### config.mk
export PLATFORM = sky130hd
export DESIGN_NAME = ov7670_pixel_stream_flat
export DESIGN_NICKNAME = d
export VERILOG_FILES = /design/src/rtl/ov7670_pixel_stream_if.sv /design/src/rtl/ov7670_pixel_stream.sv /design/src/flat_wrapper.sv
export SDC_FILE = /design/constraint.sdc
export NUM_CORES = 1
export LEC_CHECK = 0
export CAP_MARGIN = 20
export CELL_PAD_IN_SITES_DETAIL_PLACEMENT = 0
export CELL_PAD_IN_SITES_GLOBAL_PLACEMENT = 2
export CORE_UTILIZATION = 34
export CTS_CLUSTER_SIZE = 8
export DETAILED_ROUTE_END_ITERATION = 8
export MAX_ROUTING_LAYER = met4
export PLACE_DENSITY_LB_ADDON = 0.3
export SETUP_SLACK_MARGIN = 0.1
export SYNTH_ARGS = -nofsm -noshare
export SYNTH_HDL_FRONTEND = slang
export SYNTH_SLANG_ARGS = --single-unit
### constraint.sdc
create_clock -name clk -period 3 [get_ports clk]
set_input_delay 0.6 -clock clk [delete_from_list [all_inputs] [get_ports clk]]
set_output_delay 0.6 -clock clk [all_outputs]
set_load 0.005 [all_outputs]
### src/rtl/ov7670_pixel_stream_if.sv
// ov7670_pixel_stream_if: OV7670 byte bus in, coordinate-tagged pixel stream out
// OV7670_OBJECT_THRESH_EN adds the object threshold inputs thresh_r/thresh_gb
interface ov7670_pixel_stream_if #(
  parameter int X_WIDTH = 10,
  parameter int Y_WIDTH = 10
);
  logic cam_vsync;
  logic cam_href;
  logic [7:0] cam_data;
  logic frame_valid;
  logic pixel_valid;
  logic [X_WIDTH-1:0] x;
  logic [Y_WIDTH-1:0] y;
  logic [15:0] pixel;
  logic object_pixel;
  logic line_err;
`ifdef OV7670_OBJECT_THRESH_EN
  logic [4:0] thresh_r;
  logic [5:0] thresh_gb;
  modport master(
    output cam_vsync, cam_href, cam_data, thresh_r, thresh_gb,
    input frame_valid, pixel_valid, x, y, pixel, object_pixel, line_err
  );
  modport slave(
    input cam_vsync, cam_href, cam_data, thresh_r, thresh_gb,
    output frame_valid, pixel_valid, x, y, pixel, object_pixel, line_err
  );
`else
  modport master(
    output cam_vsync, cam_href, cam_data,
    input frame_valid, pixel_valid, x, y, pixel, object_pixel, line_err
  );
  modport slave(
    input cam_vsync, cam_href, cam_data,
    output frame_valid, pixel_valid, x, y, pixel, object_pixel, line_err
  );
`endif
endinterface

### src/rtl/ov7670_pixel_stream.sv
// ov7670_pixel_stream: pairs OV7670 RGB565 bytes into x/y-tagged pixels framed by vsync
// OV7670_OBJECT_THRESH_EN enables the threshold-based object_pixel flag
module ov7670_pixel_stream #(
  parameter int X_WIDTH  = 10,
  parameter int Y_WIDTH  = 10,
  parameter int H_ACTIVE = 640,
  parameter int V_ACTIVE = 480
) (
  input logic clk,
  input logic rst,
  ov7670_pixel_stream_if.slave bus
);
  typedef enum logic [1:0] {UNLOCKED, BLANK, ACTIVE} state_t;
  state_t state;
  logic vsync_q, vsync_qq, href_q, href_qq, phase_lo, line_px;
  logic [7:0] data_q, hi_byte;
  logic [X_WIDTH-1:0] xc;
  logic [Y_WIDTH-1:0] yc;
  logic [15:0] asm_px;
  logic obj, vs_rise, vs_fall, in_range;
  assign asm_px   = {hi_byte, data_q};
  assign vs_rise  = vsync_q & ~vsync_qq;
  assign vs_fall  = ~vsync_q & vsync_qq;
  assign in_range = (int'(xc) < H_ACTIVE) && (int'(yc) < V_ACTIVE);
`ifdef OV7670_OBJECT_THRESH_EN
  assign obj = (asm_px[15:11] >= bus.thresh_r) && (asm_px[10:5] < bus.thresh_gb) &&
               ({asm_px[4:0], 1'b0} < bus.thresh_gb);
`else
  assign obj = 1'b0;
`endif
  always_ff @(posedge clk or posedge rst) begin
    if (rst) begin
      state <= UNLOCKED;
      vsync_q <= 1'b0;
      vsync_qq <= 1'b0;
      href_q <= 1'b0;
      href_qq <= 1'b0;
      data_q <= '0;
      hi_byte <= '0;
      phase_lo <= 1'b0;
      line_px <= 1'b0;
      xc <= '0;
      yc <= '0;
      bus.frame_valid <= 1'b0;
      bus.pixel_valid <= 1'b0;
      bus.x <= '0;
      bus.y <= '0;
      bus.pixel <= '0;
      bus.object_pixel <= 1'b0;
      bus.line_err <= 1'b0;
    end else begin
      vsync_q <= bus.cam_vsync;
      vsync_qq <= vsync_q;
      href_q <= bus.cam_href;
      href_qq <= href_q;
      data_q <= bus.cam_data;
      bus.pixel_valid <= 1'b0;
      case (state)
        UNLOCKED: if (vs_rise) state <= BLANK;
        BLANK: if (vs_fall) begin
          state <= ACTIVE;
          bus.frame_valid <= 1'b1;
          bus.line_err <= 1'b0;
          phase_lo <= 1'b0;
          line_px <= 1'b0;
          xc <= '0;
          yc <= '0;
        end
        ACTIVE: if (vs_rise) begin
          // any byte arriving alongside vsync is dropped, so the frame ends with no strobe pending
          state <= BLANK;
          bus.frame_valid <= 1'b0;
          phase_lo <= 1'b0;
          line_px <= 1'b0;
          xc <= '0;
          if (phase_lo) bus.line_err <= 1'b1;
        end else if (href_q) begin
          phase_lo <= ~phase_lo;
          if (!phase_lo) hi_byte <= data_q;
          else if (in_range) begin
            bus.pixel_valid <= 1'b1;
            bus.pixel <= asm_px;
            bus.object_pixel <= obj;
            bus.x <= xc;
            bus.y <= yc;
            xc <= xc + 1'b1;
            line_px <= 1'b1;
          end else bus.line_err <= 1'b1;
        end else if (href_qq) begin
          phase_lo <= 1'b0;
          line_px <= 1'b0;
          xc <= '0;
          bus.x <= '0;
          if (phase_lo) bus.line_err <= 1'b1;
          if (line_px) yc <= yc + 1'b1;
        end
        default: state <= UNLOCKED;
      endcase
    end
  end
endmodule

### src/flat_wrapper.sv
// flat-port wrapper written by rule: the top's interface ports become plain ports
module ov7670_pixel_stream_flat 
#(
  parameter int X_WIDTH  = 10,
  parameter int Y_WIDTH  = 10,
  parameter int H_ACTIVE = 640,
  parameter int V_ACTIVE = 480
)
  (clk, rst, bus_cam_vsync, bus_cam_href, bus_cam_data, bus_frame_valid, bus_pixel_valid, bus_x, bus_y, bus_pixel, bus_object_pixel, bus_line_err);
  ov7670_pixel_stream_if #(.X_WIDTH(X_WIDTH), .Y_WIDTH(Y_WIDTH)) bus_i ();
  input logic clk;
  input logic rst;
  input wire logic [$bits(bus_i.cam_vsync)-1:0] bus_cam_vsync;
  input wire logic [$bits(bus_i.cam_href)-1:0] bus_cam_href;
  input wire logic [$bits(bus_i.cam_data)-1:0] bus_cam_data;
  output wire logic [$bits(bus_i.frame_valid)-1:0] bus_frame_valid;
  output wire logic [$bits(bus_i.pixel_valid)-1:0] bus_pixel_valid;
  output wire logic [$bits(bus_i.x)-1:0] bus_x;
  output wire logic [$bits(bus_i.y)-1:0] bus_y;
  output wire logic [$bits(bus_i.pixel)-1:0] bus_pixel;
  output wire logic [$bits(bus_i.object_pixel)-1:0] bus_object_pixel;
  output wire logic [$bits(bus_i.line_err)-1:0] bus_line_err;
  assign bus_i.cam_vsync = bus_cam_vsync;
  assign bus_i.cam_href = bus_cam_href;
  assign bus_i.cam_data = bus_cam_data;
  assign bus_frame_valid = bus_i.frame_valid;
  assign bus_pixel_valid = bus_i.pixel_valid;
  assign bus_x = bus_i.x;
  assign bus_y = bus_i.y;
  assign bus_pixel = bus_i.pixel;
  assign bus_object_pixel = bus_i.object_pixel;
  assign bus_line_err = bus_i.line_err;
  ov7670_pixel_stream #(.X_WIDTH(X_WIDTH), .Y_WIDTH(Y_WIDTH), .H_ACTIVE(H_ACTIVE), .V_ACTIVE(V_ACTIVE)) u_core (.clk(clk), .rst(rst), .bus(bus_i));
endmodule
==> impl_metrics.tcl, run 1 <==
# place-and-route summary
set metrics [dict create \
    most_common_cell "dfrtp_1" \
    grtUsageMet1_pct 20.1 \
    drv_slew 0 \
    fp-row-count 37 \
    combGateArea_sq_mm 0.00140 \
    h-tree-depth 3 \
    drtAntennaViolNets 0 \
    cp-start-kind "flop" \
    drtIter0Drc 98 \
    path_delay_family "simple AND/OR/NAND/NOR gates" \
    ir_drop_mv 0.233 \
    yosysSeqAreaShare_pct 57.6 \
    fp.dieH_um 105 \
    avgViaCountPerCell 5.01 \
    grt_pass1_vias 2386 \
    min_path_type "reg -> reg" \
    rsz0062_at_grt "false" \
    max_stage_delay_ns 0.60 \
    synth_cell_types 56 \
    cp_max_fo 12 \
    top_cells_by_area "dfrtp_1 (58%), mux2_2 (7.5%), mux2_4 (4.2%)" \
    fin_nets 343 \
    grt.met3_usage_pct 3.93 \
    numSynthFlops 83 \
    yosysCellCount 272 \
    avgSynthCellArea_sq_um 13.3 \
    crit_top_cell "inv_1" \
    tritoncts "done" \
    n_antenna_cell 0 \
    cap_violations 0 \
    syn_area_sq_mm 0.00361 \
    arrival_ns 2.58 \
    top_cell_area_share_pct 57.6 \
    worstPathCellList "inv_1, ha_1, inv_1, or4_4, nand2_1, mux2_2" \
    hold_violations 0 \
    yosys_warnings 0 \
    hold_ws_ns 0.489 \
    setup_viol 0 \
    largest_area_cell "dfrtp_1" \
    grt_util_met2_pct 21.1 \
    cp_slowest_cell "or4_4" \
    cts_resized 0 \
    synthArstFlopShare_pct 100 \
    drc 0 \
    status "completed" \
    endpoint_kind "flop" \
    clockRootBuffer "clkbuf_8" \
    required_ns 3.26 \
    port_buffers 50 \
    antenna_found_initial 0 \
    power_mw 2.74 \
    finalWeightedCongestion 0.704 \
    netlist_instances 272 \
    leakagePower_nw 1.91 \
    p_per_area_mw_per_mm2 619 \
    firstDrtPassIters 4 \
    ys_area_sq_mm 0.00361 \
    worstSetupPathType "reg -> reg" \
    ctsHoldBuffers 0 \
    grt_pass1_wl_um 12200 \
    synth_top_flop_cell "dfrtp_1" \
    grt.total_usage_pct 14.7 \
    fin_crit_ns 2.32 \
    slew_headroom_pct 51.8 \
    path_clk_slew_ns 0.10 \
    wl_um 7130 \
    dp_hpwl_um 4650 \
    cp.buffers_inverters 2 \
    grt_overflow_total 0 \
    warnings 28 \
    synth.net_count 289 \
    drive_gt1_share_pct 21.1 \
    grt-busiest-layer "met2" \
    synth-edff-count 0 \
    cts_buffers 9 \
    initial_utilization_pct 34.9 \
    clock.fmax_mhz 431 \
    fin_setup_tns_ns 0 \
    num_vias 2342 \
    tightest_slew_ns 0.722 \
    core_sq_mm 0.0103 \
    grt_start_max_net_pins 51 \
    area_growth_pct 22.7 \
    post-cts-setup-buffer-count 0 \
    yosys-top-cells-count "dfrtp_1 (83), mux2_2 (24), a31oi_1 (13)" \
    io_pins 52 \
    wl_per_cell_um 15.3 \
    die_x_um 105 \
    chip_area_sq_mm 0.0110 \
    clk_path_buf_depth 2 \
    post-route-period-util_pct 77.4 \
    fillCellCount 986 \
    worstSkewPairLatency_ns 0.37 \
]
## run 1: registers in the layout (all words and copies together) (netlist names)
signal                  flops
u_core.yc                  10
u_core.data_q               8
u_core.href_qq              1
u_core.line_px              1
u_core.phase_lo             1
u_core.bus.frame_valid      1
u_core.xc                  10
u_core.hi_byte              8
u_core.bus.line_err         1
u_core.bus.pixel_valid      1
u_core.state                2
u_core.bus.y               10
u_core.vsync_q              1
u_core.href_q               1
u_core.bus.x               10
u_core.vsync_qq             1
u_core.bus.pixel           16
## run 1: cells by family after synthesis
| kind of cell | count (synthesis) | share of synthesized area, % |
|---|---|---|
| flip-flops | 83 | 57.6 |
| AND/OR/NAND/NOR | 64 | 11.8 |
| AND-OR/OR-AND | 60 | 12.4 |
| multiplexers | 37 | 12.5 |
| buffers and inverters | 21 | 3.64 |
| adder cells (fa/ha/maj) | 5 | 1.73 |
| other | 1 | 0.104 |
| XOR/XNOR | 1 | 0.243 |
## run 1: power breakdown
part	switching, mW	internal [mW]
combinational	0.385	0.276
clock	0.471	0.325
sequential	0.0626	1.22
## run 1: per-layer routing
| metal | up-vias | share of wire [%] |
|---|---|---|
| li1 | 1120 | - |
| met1 | 1170 | 51 |
| met2 | 44 | 44 |
| met3 | 8 | 3.4 |
| met4 | 0 | 1.3 |
| met5 | - | 0 |
## run 1: cell type report
type | count | share of cell area (%)
clock inverter | 7 | 1.61
clock buffer | 9 | 2.80
timing repair buffer | 53 | 12.1
multi-input combinational | 168 | 31.6
tap | 136 | 3.84
sequential | 83 | 46.9
inverter | 11 | 1.13
## run 1: worst paths after layout
check / from / end / slack, ns / cells past startpoint
min: u_core.bus.x[7] / u_core.bus.x[7] / 0.49 / 1
max reg2reg: u_core.state[0] / u_core.phase_lo / 0.68 / 6
max in group asynchronous: rst / u_core.href_qq / 1.74 / 3
min in group asynchronous: rst / u_core.bus.pixel[4] / 0.59 / 2
max: u_core.state[0] / u_core.phase_lo / 0.68 / 6
min reg2reg: u_core.bus.x[7] / u_core.bus.x[7] / 0.49 / 1
## run 1: layout by cell type, fill, tap and decap left out, types with 8 or more instances in the layout
cell,instances
o21ai_0,9
nand2_1,10
a22o_1,11
clkdlybuf4s50_1,50
dfrtp_1,83
mux2_4,10
nand3_1,8
clkbuf_8,9
inv_1,9
mux2_2,24
a21oi_1,9
a31oi_1,13
## run 1: metrics by stage
step           area (sq um)  setup WS (ns)  utilization [%]  cells
2_1_floorplan          3610          0.263                -    272
3_3_place_gp           4230          0.748             41.0    451
3_5_place_dp           4230          0.690             41.0    451
4_1_cts                4430          0.682             42.9    467
5_1_grt                4430          0.529             42.9    467
6_report               4430          0.678             42.9    467
Figure 1. Met2 routing (run 1).
(4 px per um)
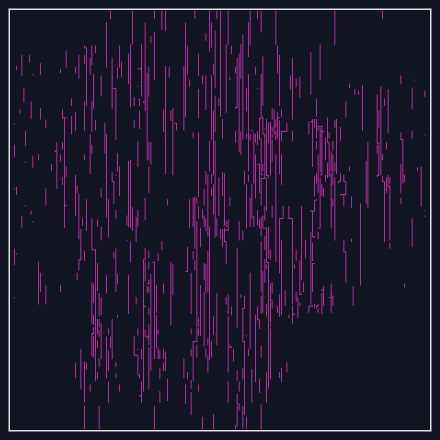
main direction = vertical
wire length on this layer = 3150 um

Figure 2. Sequential cells grouped by signal name (run 1).
(4 px per um) Other sequential cells in the stronger grey, the rest of the logic in the fainter grey.
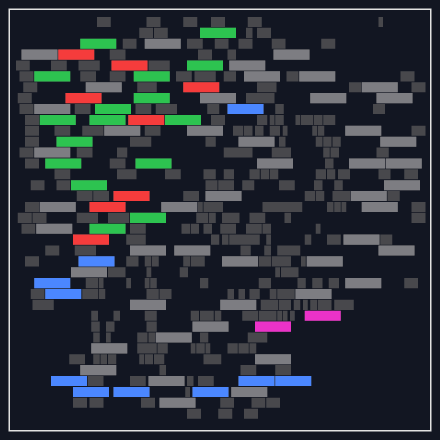
blue -> `u_core.bus.y`  # placed flops 10
green -> `u_core.bus.pixel`  # placed flops 16
red -> `u_core.hi_byte`  # placed flops 8
magenta -> `u_core.state`  # placed flops 2
not coloured = 47
fraction of area in registers: 46.9%
seq pwr: 1.28 mW
FF/Latch Area: 0.00208 sq mm
Layout Utilization: 42.9%

Figure 3. Clock wiring as the flow saved it (run 1).
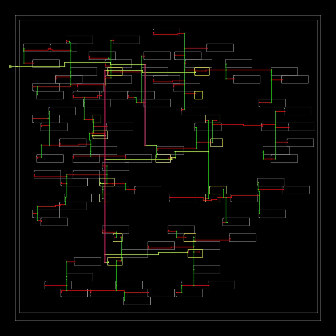
registers: 83
clock sinks: 83
Clock group: 796 uW
CLK BUF: 9
Worst Skew: 0.0140 ns

Figure 4. PDN straps and rails (run 1).
(4 px per um) Pins as bars on the die edge.
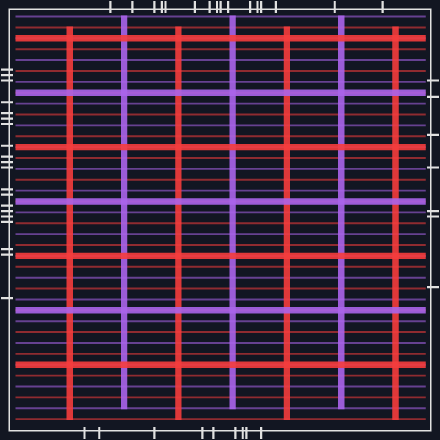

--- run 2 (diff from run 1) ---
--- a/config.mk
+++ b/config.mk
@@ -8,7 +8,7 @@
 export CAP_MARGIN = 20
 export CELL_PAD_IN_SITES_DETAIL_PLACEMENT = 0
 export CELL_PAD_IN_SITES_GLOBAL_PLACEMENT = 2
-export CORE_UTILIZATION = 34
+export CORE_UTILIZATION = 33
 export CTS_CLUSTER_SIZE = 8
 export DETAILED_ROUTE_END_ITERATION = 8
 export MAX_ROUTING_LAYER = met4
==> constraint.sdc (replaced) <==
create_clock -name clk -period 2.07 [get_ports clk]
set_input_delay 0.414 -clock clk [delete_from_list [all_inputs] [get_ports clk]]
set_output_delay 0.414 -clock clk [all_outputs]
set_load 0.005 [all_outputs]
Figure 5. PDN straps and rails (run 2).
(4 px per um) Pins as bars on the die edge.
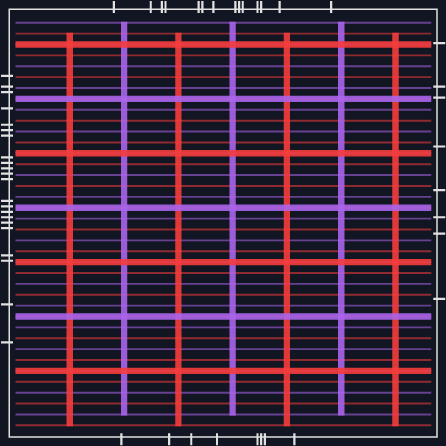
purple -> VDD
red -> VSS
met4 straps = 7
met1 rails = 38
signal pins = 52
rows = 37
met5 straps = 7
Die Y-Extent: 107 um
die width: 107 um

Figure 6. Met2 routing (run 2).
(4 px per um)
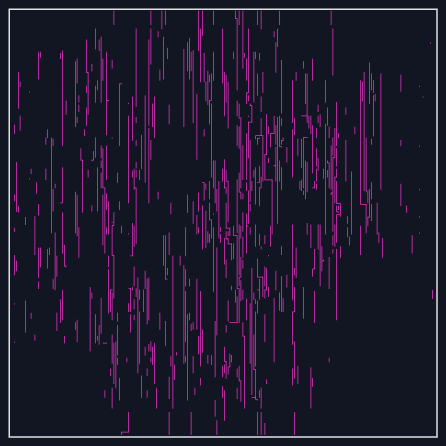
wire length on this layer = 3210 um
main direction = vertical
nets with wire on the layer = 302
longest straight run = 38.1 um
share of all routed wire = 44%

==> run 2 against run 1 <==
- total power increased by 57%
- final cell count increased by 2.6%
- via count increased by 0.81%
- combinational power increased by 66%
- critical path depth unchanged
- largest cell class unchanged
==> impl_metrics.tcl, run 2 <==
# place-and-route summary
set metrics [dict create \
    status "completed" \
    avgViaCountPerCell 4.93 \
    fin_setup_tns_ns 0 \
    worstSkewPairLatency_ns 0.36 \
    cts_buffers 9 \
    post-route-cell-area_sq_mm 0.00459 \
    final_layout_top_logic_cells "dfrtp_1 (83), clkdlybuf4s50_1 (50), mux2_2 (24)" \
    grt_start_max_net_pins 29 \
    wl_um 7350 \
    largest_area_cell "dfrtp_1" \
    dpl-instance-area_sq_mm 0.00435 \
    dp_hpwl_um 4970 \
    synth-edff-count 0 \
    max_stage_delay_ns 0.55 \
    cts_resized 0 \
    top_register "u_core.bus.pixel" \
    warnings 28 \
    cp_slowest_cell "or4_4" \
    clock_skew_ns 0.0173 \
    yosys-top-cells-count "dfrtp_1 (83), mux2_2 (24), a31oi_1 (13)" \
    fillCellCount 1009 \
    tritoncts "done" \
    chip_area_sq_mm 0.0114 \
    post-route-period-util_pct 90.7 \
    drc 0 \
    drtIter0Drc 82 \
    firstDrtPassIters 4 \
    grt.total_usage_pct 14.5 \
    port_buffers 50 \
    drtAntennaViolNets 0 \
    clockRootBuffer "clkbuf_8" \
    post-cts-setup-buffer-count 0 \
    path_clk_slew_ns 0.10 \
    area_growth_pct 27.2 \
    leakagePower_nw 2.00 \
    slew_headroom_pct 64.6 \
    antenna_found_initial 0 \
    fin_nets 355 \
    drive_gt1_share_pct 24.5 \
    synth_cell_types 56 \
    endpoint_kind "flop" \
    top_cells_by_area "dfrtp_1 (58%), mux2_2 (7.5%), mux2_4 (4.2%)" \
    synthArstFlopShare_pct 100 \
    top_cell_area_share_pct 57.6 \
    hold_violations 0 \
    ctsHoldBuffers 0 \
    grt-busiest-layer "met1" \
    initial_utilization_pct 34.5 \
    numSynthFlops 83 \
    drv_slew 0 \
    netlist_instances 272 \
    rsz0062_at_grt "false" \
    avgSynthCellArea_sq_um 13.3 \
    n_antenna_cell 0 \
    min_path_type "in -> async" \
    cts_sinks 83 \
    clock.fmax_mhz 532 \
    crit_top_cell "inv_1" \
    fp-row-count 37 \
    core_sq_mm 0.0105 \
    syn_area_sq_mm 0.00361 \
    r2r_end "u_core.phase_lo" \
    worstPathCellList "inv_1, ha_2, inv_1, or4_4, nand2_1, mux2_2" \
    wl_per_cell_um 15.3 \
    num_vias 2361 \
    cap_violations 0 \
    rrSetupSlack_ns 0.19 \
    cp_max_fo 4 \
    grt_util_met2_pct 19.9 \
    yosysCellCount 272 \
    largest_reg_flops 16 \
    synth_top_flop_cell "dfrtp_1" \
    grt_overflow_total 0 \
    cp-start-kind "flop" \
    yosysSeqAreaShare_pct 57.6 \
    clk_path_buf_depth 2 \
    setup_viol 0 \
    yosys_warnings 0 \
    io_pins 52 \
    required_ns 2.32 \
    arrival_ns 2.12 \
    h-tree-depth 3 \
    ys_area_sq_mm 0.00361 \
    grt_pass1_wl_um 12500 \
    fin_crit_ns 1.88 \
    r2r_start "u_core.state[0]" \
    most_common_cell "dfrtp_1" \
    grtUsageMet1_pct 20.5 \
    worstSetupPathType "reg -> reg" \
    ir_drop_mv 0.379 \
    tightest_slew_ns 0.529 \
    reg2reg_depth 6 \
    synth.net_count 289 \
    p_per_area_mw_per_mm2 939 \
    grt_pass1_vias 2429 \
    finalWeightedCongestion 0.776 \
    grt.met3_usage_pct 3.56 \
    final_common_cell "dfrtp_1" \
]
-- run 2: layout make-up --
| type | count | area (sq um) | share of cell area, % |
|---|---|---|---|
| Clock inverter | 7 | 105 | 2.29 |
| Tap cell | 136 | 170 | 3.71 |
| Timing Repair Buffer | 65 | 651 | 14.2 |
| Clock buffer | 9 | 124 | 2.70 |
| Inverter | 11 | 57.6 | 1.25 |
| Multi-Input combinational cell | 168 | 1410 | 30.6 |
| Sequential cell | 83 | 2080 | 45.3 |
-- run 2: cell families (layout without fill, tap and decap cells) --
| kind of cell | after synthesis | after routing | synth area share [%] |
|---|---|---|---|
| other | 1 | 1 | 0.104 |
| AOI/OAI and AO/OA | 60 | 60 | 12.4 |
| DFF | 83 | 83 | 57.6 |
| buffers and inverters | 21 | 92 | 3.64 |
| and+or+nand+nor | 64 | 64 | 11.8 |
| muxes | 37 | 37 | 12.5 |
| adders and majority gates | 5 | 5 | 1.73 |
| xor gates and xnor gates | 1 | 1 | 0.243 |
-- run 2: worst max path at each step --
| stage | startpoint | endpoint | slack (ns) | depth (start not counted) |
|---|---|---|---|---|
| global route | u_core.state[0] | u_core.phase_lo | 0.12 | 6 |
| finish | u_core.state[0] | u_core.phase_lo | 0.19 | 6 |
| global placement | u_core.state[0] | u_core.bus.y[6] | 0.22 | 6 |
| floorplan | u_core.state[0] | u_core.phase_lo | 0.28 | 6 |
| detailed placement | u_core.state[0] | u_core.bus.y[2] | 0.19 | 6 |
| CTS | u_core.state[0] | u_core.bus.y[8] | 0.15 | 6 |
-- run 2: through the flow --
step           util (%)  instances  setup WS [ns]  hold WS [ns]  power (mW)
2_1_floorplan         -        272          0.280         0.445        2.56
3_3_place_gp       41.6        463          0.219         0.467        2.98
3_5_place_dp       41.6        463          0.189         0.481        3.00
4_1_cts            43.8        479          0.154         0.447        4.35
5_1_grt            43.9        479          0.117         0.457        4.55
6_report           43.9        479          0.192         0.433        4.31
-- run 2: worst max-delay path, delay by kind of cell, from the launching register on --
family                     cells  cell delay [ns]
adders and majority gates      1             0.22
muxes                          1             0.32
DFF                            1             0.41
buffers and inverters          2             0.17
and+or+nand+nor                2             0.64
-- run 2: metal layers --
metal  vias to the layer above  part of all wire [%]  wire length [um]
li1                       1136                     -                 -
met1                      1172                    51              3720
met2                        41                    44              3210
met3                        12                   3.9               288
met4                         0                   1.7               128
met5                         -                     0                 0
-- run 2: where the power goes --
part	internal (mW)	leakage [nW]	switching [mW]
Clock	0.701	0.113	0.646
Sequential	1.77	1.12	0.0925
Combinational	0.502	0.772	0.596
Total	2.97	2.00	1.33
--- run 3 (diff from run 2) ---
--- a/config.mk
+++ b/config.mk
@@ -5,10 +5,11 @@
 export SDC_FILE = /design/constraint.sdc
 export NUM_CORES = 1
 export LEC_CHECK = 0
-export CAP_MARGIN = 20
+export CAP_MARGIN = 10
 export CELL_PAD_IN_SITES_DETAIL_PLACEMENT = 0
 export CELL_PAD_IN_SITES_GLOBAL_PLACEMENT = 2
 export CORE_UTILIZATION = 33
+export CTS_CLUSTER_DIAMETER = 30
 export CTS_CLUSTER_SIZE = 8
 export DETAILED_ROUTE_END_ITERATION = 8
 export MAX_ROUTING_LAYER = met4
Figure 7. Placement density heat map (run 3).
(4 px per um) 11 x 11 tiles, from black (low) to pale yellow (high), 0 to 100% covered.
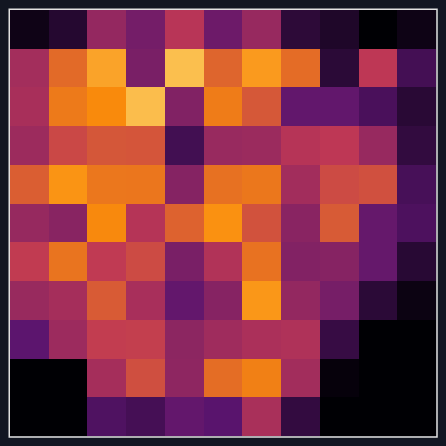
mean over tiles = 39%
fullest tile = 86%
tiles over 75% full = 5.8%
emptiest ninth of the die = south-east
nearly empty tiles = 11%
Core Region: 0.0105 sq mm
Layout Utilization: 43.9%
fp util: 34.5%

Figure 8. Sequential cells grouped by signal name (run 3).
(4 px per um) Other sequential cells in the stronger grey, the rest of the logic in the fainter grey.
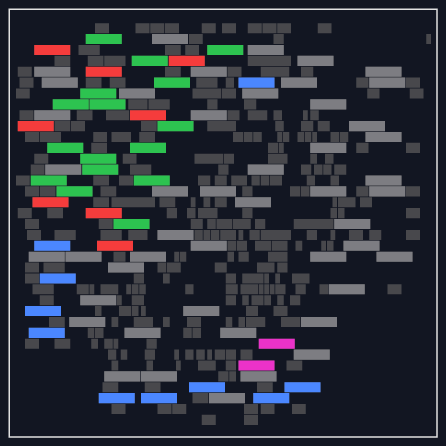
blue -> `u_core.bus.y`  # placed flops 10
red -> `u_core.hi_byte`  # placed flops 8
green -> `u_core.bus.pixel`  # placed flops 16
magenta -> `u_core.state`  # placed flops 2
not coloured = 47
fraction of area in registers: 45.3%
seq pwr: 1.86 mW

==> run 3 against run 2 <==
- critical path depth is the same
- fmax did not move
- largest power group unchanged
- global-route usage unchanged
- first-iteration DRC count did not move
- clock power is essentially flat
- combinational power is essentially flat
- area after synthesis did not move
- final area unchanged
- non-clock buffer count unchanged
- highest routed layer unchanged
==> impl_metrics.tcl, run 3 <==
# place-and-route summary
set metrics [dict create \
    fin_crit_ns 1.88 \
    grt.total_usage_pct 14.5 \
    setup_viol 0 \
    p_switching_mw 1.33 \
    h-tree-depth 3 \
    post-route-period-util_pct 90.7 \
    drtAntennaViolNets 0 \
    cp-start-kind "flop" \
    clockPowerShare_pct 31.3 \
    numSynthFlops 83 \
    synth-edff-count 0 \
    final_cells 479 \
    drtIter0Drc 82 \
    combGateArea_sq_mm 0.00141 \
    antenna_found_initial 0 \
    grt_overflow_total 0 \
    worstSetupPathType "reg -> reg" \
    hold_violations 0 \
    firstDrtPassIters 4 \
    endpoint_kind "flop" \
    drc 0 \
    top_register "u_core.bus.pixel" \
    final_common_cell "dfrtp_1" \
    rsz0062_at_grt "false" \
    clockRootBuffer "clkbuf_8" \
    cp_max_fo 4 \
    slew_headroom_pct 64.6 \
    syn_area_sq_mm 0.00361 \
    flop_area_sq_mm 0.00208 \
    fp-row-count 37 \
    synthArstFlopShare_pct 100 \
    tritoncts "done" \
    fillCellCount 1009 \
    clock_skew_ns 0.0173 \
    chip_area_sq_mm 0.0114 \
    tightest_slew_ns 0.529 \
    min_path_type "in -> async" \
    place_inst 463 \
    synth_cell_types 56 \
    required_ns 2.32 \
    area_growth_pct 27.2 \
    port_buffers 50 \
    num_vias 2361 \
    clock.fmax_mhz 532 \
    grt_pass1_wl_um 12500 \
    drive_gt1_share_pct 24.5 \
    top_cell_area_share_pct 57.6 \
    status "completed" \
    cts_sinks 83 \
    p_per_area_mw_per_mm2 939 \
    sw_frac_of_total_pct 31.0 \
    netlist_instances 272 \
    dp_hpwl_um 4970 \
    synth.net_count 289 \
    p_comb_share_pct 25.5 \
    largest_reg_flops 16 \
    power_mw 4.31 \
    arrival_ns 2.12 \
    yosysSeqAreaShare_pct 57.6 \
    finalWeightedCongestion 0.776 \
    final_layout_top_logic_cells "dfrtp_1 (83), clkdlybuf4s50_1 (50), mux2_2 (24)" \
    fin_setup_tns_ns 0 \
    io_pins 52 \
    ys_area_sq_mm 0.00361 \
    seqPwrFrac_pct 43.3 \
    ir_drop_mv 0.379 \
    cts_buffers 9 \
    drv_slew 0 \
    avgSynthCellArea_sq_um 13.3 \
    cap_violations 0 \
    fin_nets 355 \
    power.internal_mw 2.97 \
    wl_per_cell_um 15.3 \
    avgViaCountPerCell 4.93 \
    fp.dieH_um 107 \
    die_x_um 107 \
    wl_um 7350 \
    worstSkewPairLatency_ns 0.36 \
    rrSetupSlack_ns 0.19 \
    yosys-top-cells-count "dfrtp_1 (83), mux2_2 (24), a31oi_1 (13)" \
    hold_ws_ns 0.433 \
    leakagePower_nw 2.00 \
    most_common_cell "dfrtp_1" \
    clk_path_buf_depth 2 \
    largest_area_cell "dfrtp_1" \
    warnings 28 \
    top_cells_by_area "dfrtp_1 (58%), mux2_2 (7.5%), mux2_4 (4.2%)" \
    path_clk_slew_ns 0.10 \
    yosys_warnings 0 \
    grt_pass1_vias 2429 \
    n_antenna_cell 0 \
    yosysCellCount 272 \
    synth_top_flop_cell "dfrtp_1" \
    grt_start_max_net_pins 29 \
]
-- run 3: power groups by stage --
stage | sequential [mW] | combinational, mW | clock, mW
floorplan | 1.87 | 0.690 | 0
global placement | 1.89 | 1.09 | 0
detailed placement | 1.90 | 1.10 | 0
CTS | 1.87 | 1.11 | 1.37
global route | 1.89 | 1.22 | 1.44
finish | 1.86 | 1.10 | 1.35
-- run 3: final cells by class --
class                   count  area share, %
flip-flops and latches     83           45.3
multi-input cells         168           30.6
repair buffers             65           14.2
well taps                 136           3.71
clock buffers               9           2.70
clock inverters             7           2.29
inverters                  11           1.25
-- run 3: worst paths after layout --
check                                 from              endpoint  depth (start not counted)
max                        u_core.state[0]       u_core.phase_lo                          6
min                                    rst       u_core.bus.x[6]                          2
max reg2reg                u_core.state[0]       u_core.phase_lo                          6
min reg2reg                 u_core.vsync_q       u_core.vsync_qq                          0
max in group asynchronous              rst  u_core.bus.pixel[13]                          3
min in group clk           bus_cam_data[2]      u_core.data_q[2]                          1
-- run 3: routing by layer --
metal / vias up / track usage [%] / part of all wire (%)
met2: 41 / 19.9 / 44
met4: 0 / 5.87 / 1.7
met5: - / - / 0
met3: 12 / 3.56 / 3.9
met1: 1172 / 20.5 / 51
li1: 1136 / - / -
-- run 3: metrics by stage --
step	setup WS [ns]	utilization, %	instance area, sq um
after detailed placement	0.189	41.6	4350
after CTS	0.154	43.8	4580
final	0.192	43.9	4590
after global placement	0.219	41.6	4350
after floorplan	0.280	-	3610
after global routing	0.117	43.9	4590
-- run 3: cell families after synthesis --
kind of cell,count (synthesis),share of synthesized area (%)
compound gates,60,12.4
fa+ha+maj,5,1.73
xor+xnor,1,0.243
simple gates,64,11.8
buf+inv,21,3.64
mux,37,12.5
flops,83,57.6
other cells,1,0.104
-- run 3: worst max-delay path, cell delays in order (launching register included) --
cell and delay, ns:
dfrtp_1 0.41, inv_1 0.11, ha_2 0.22, inv_1 0.06, or4_4 0.55, nand2_1 0.09, mux2_2 0.32
-- run 3: what timing repair did --
item,4_1_cts,5_1_grt
hold buffers,0,0
setup buffers,0,0
resized,0,3
setup endpoints to repair,0,14
No activity file was given, so power comes from the tool's default toggle rates.
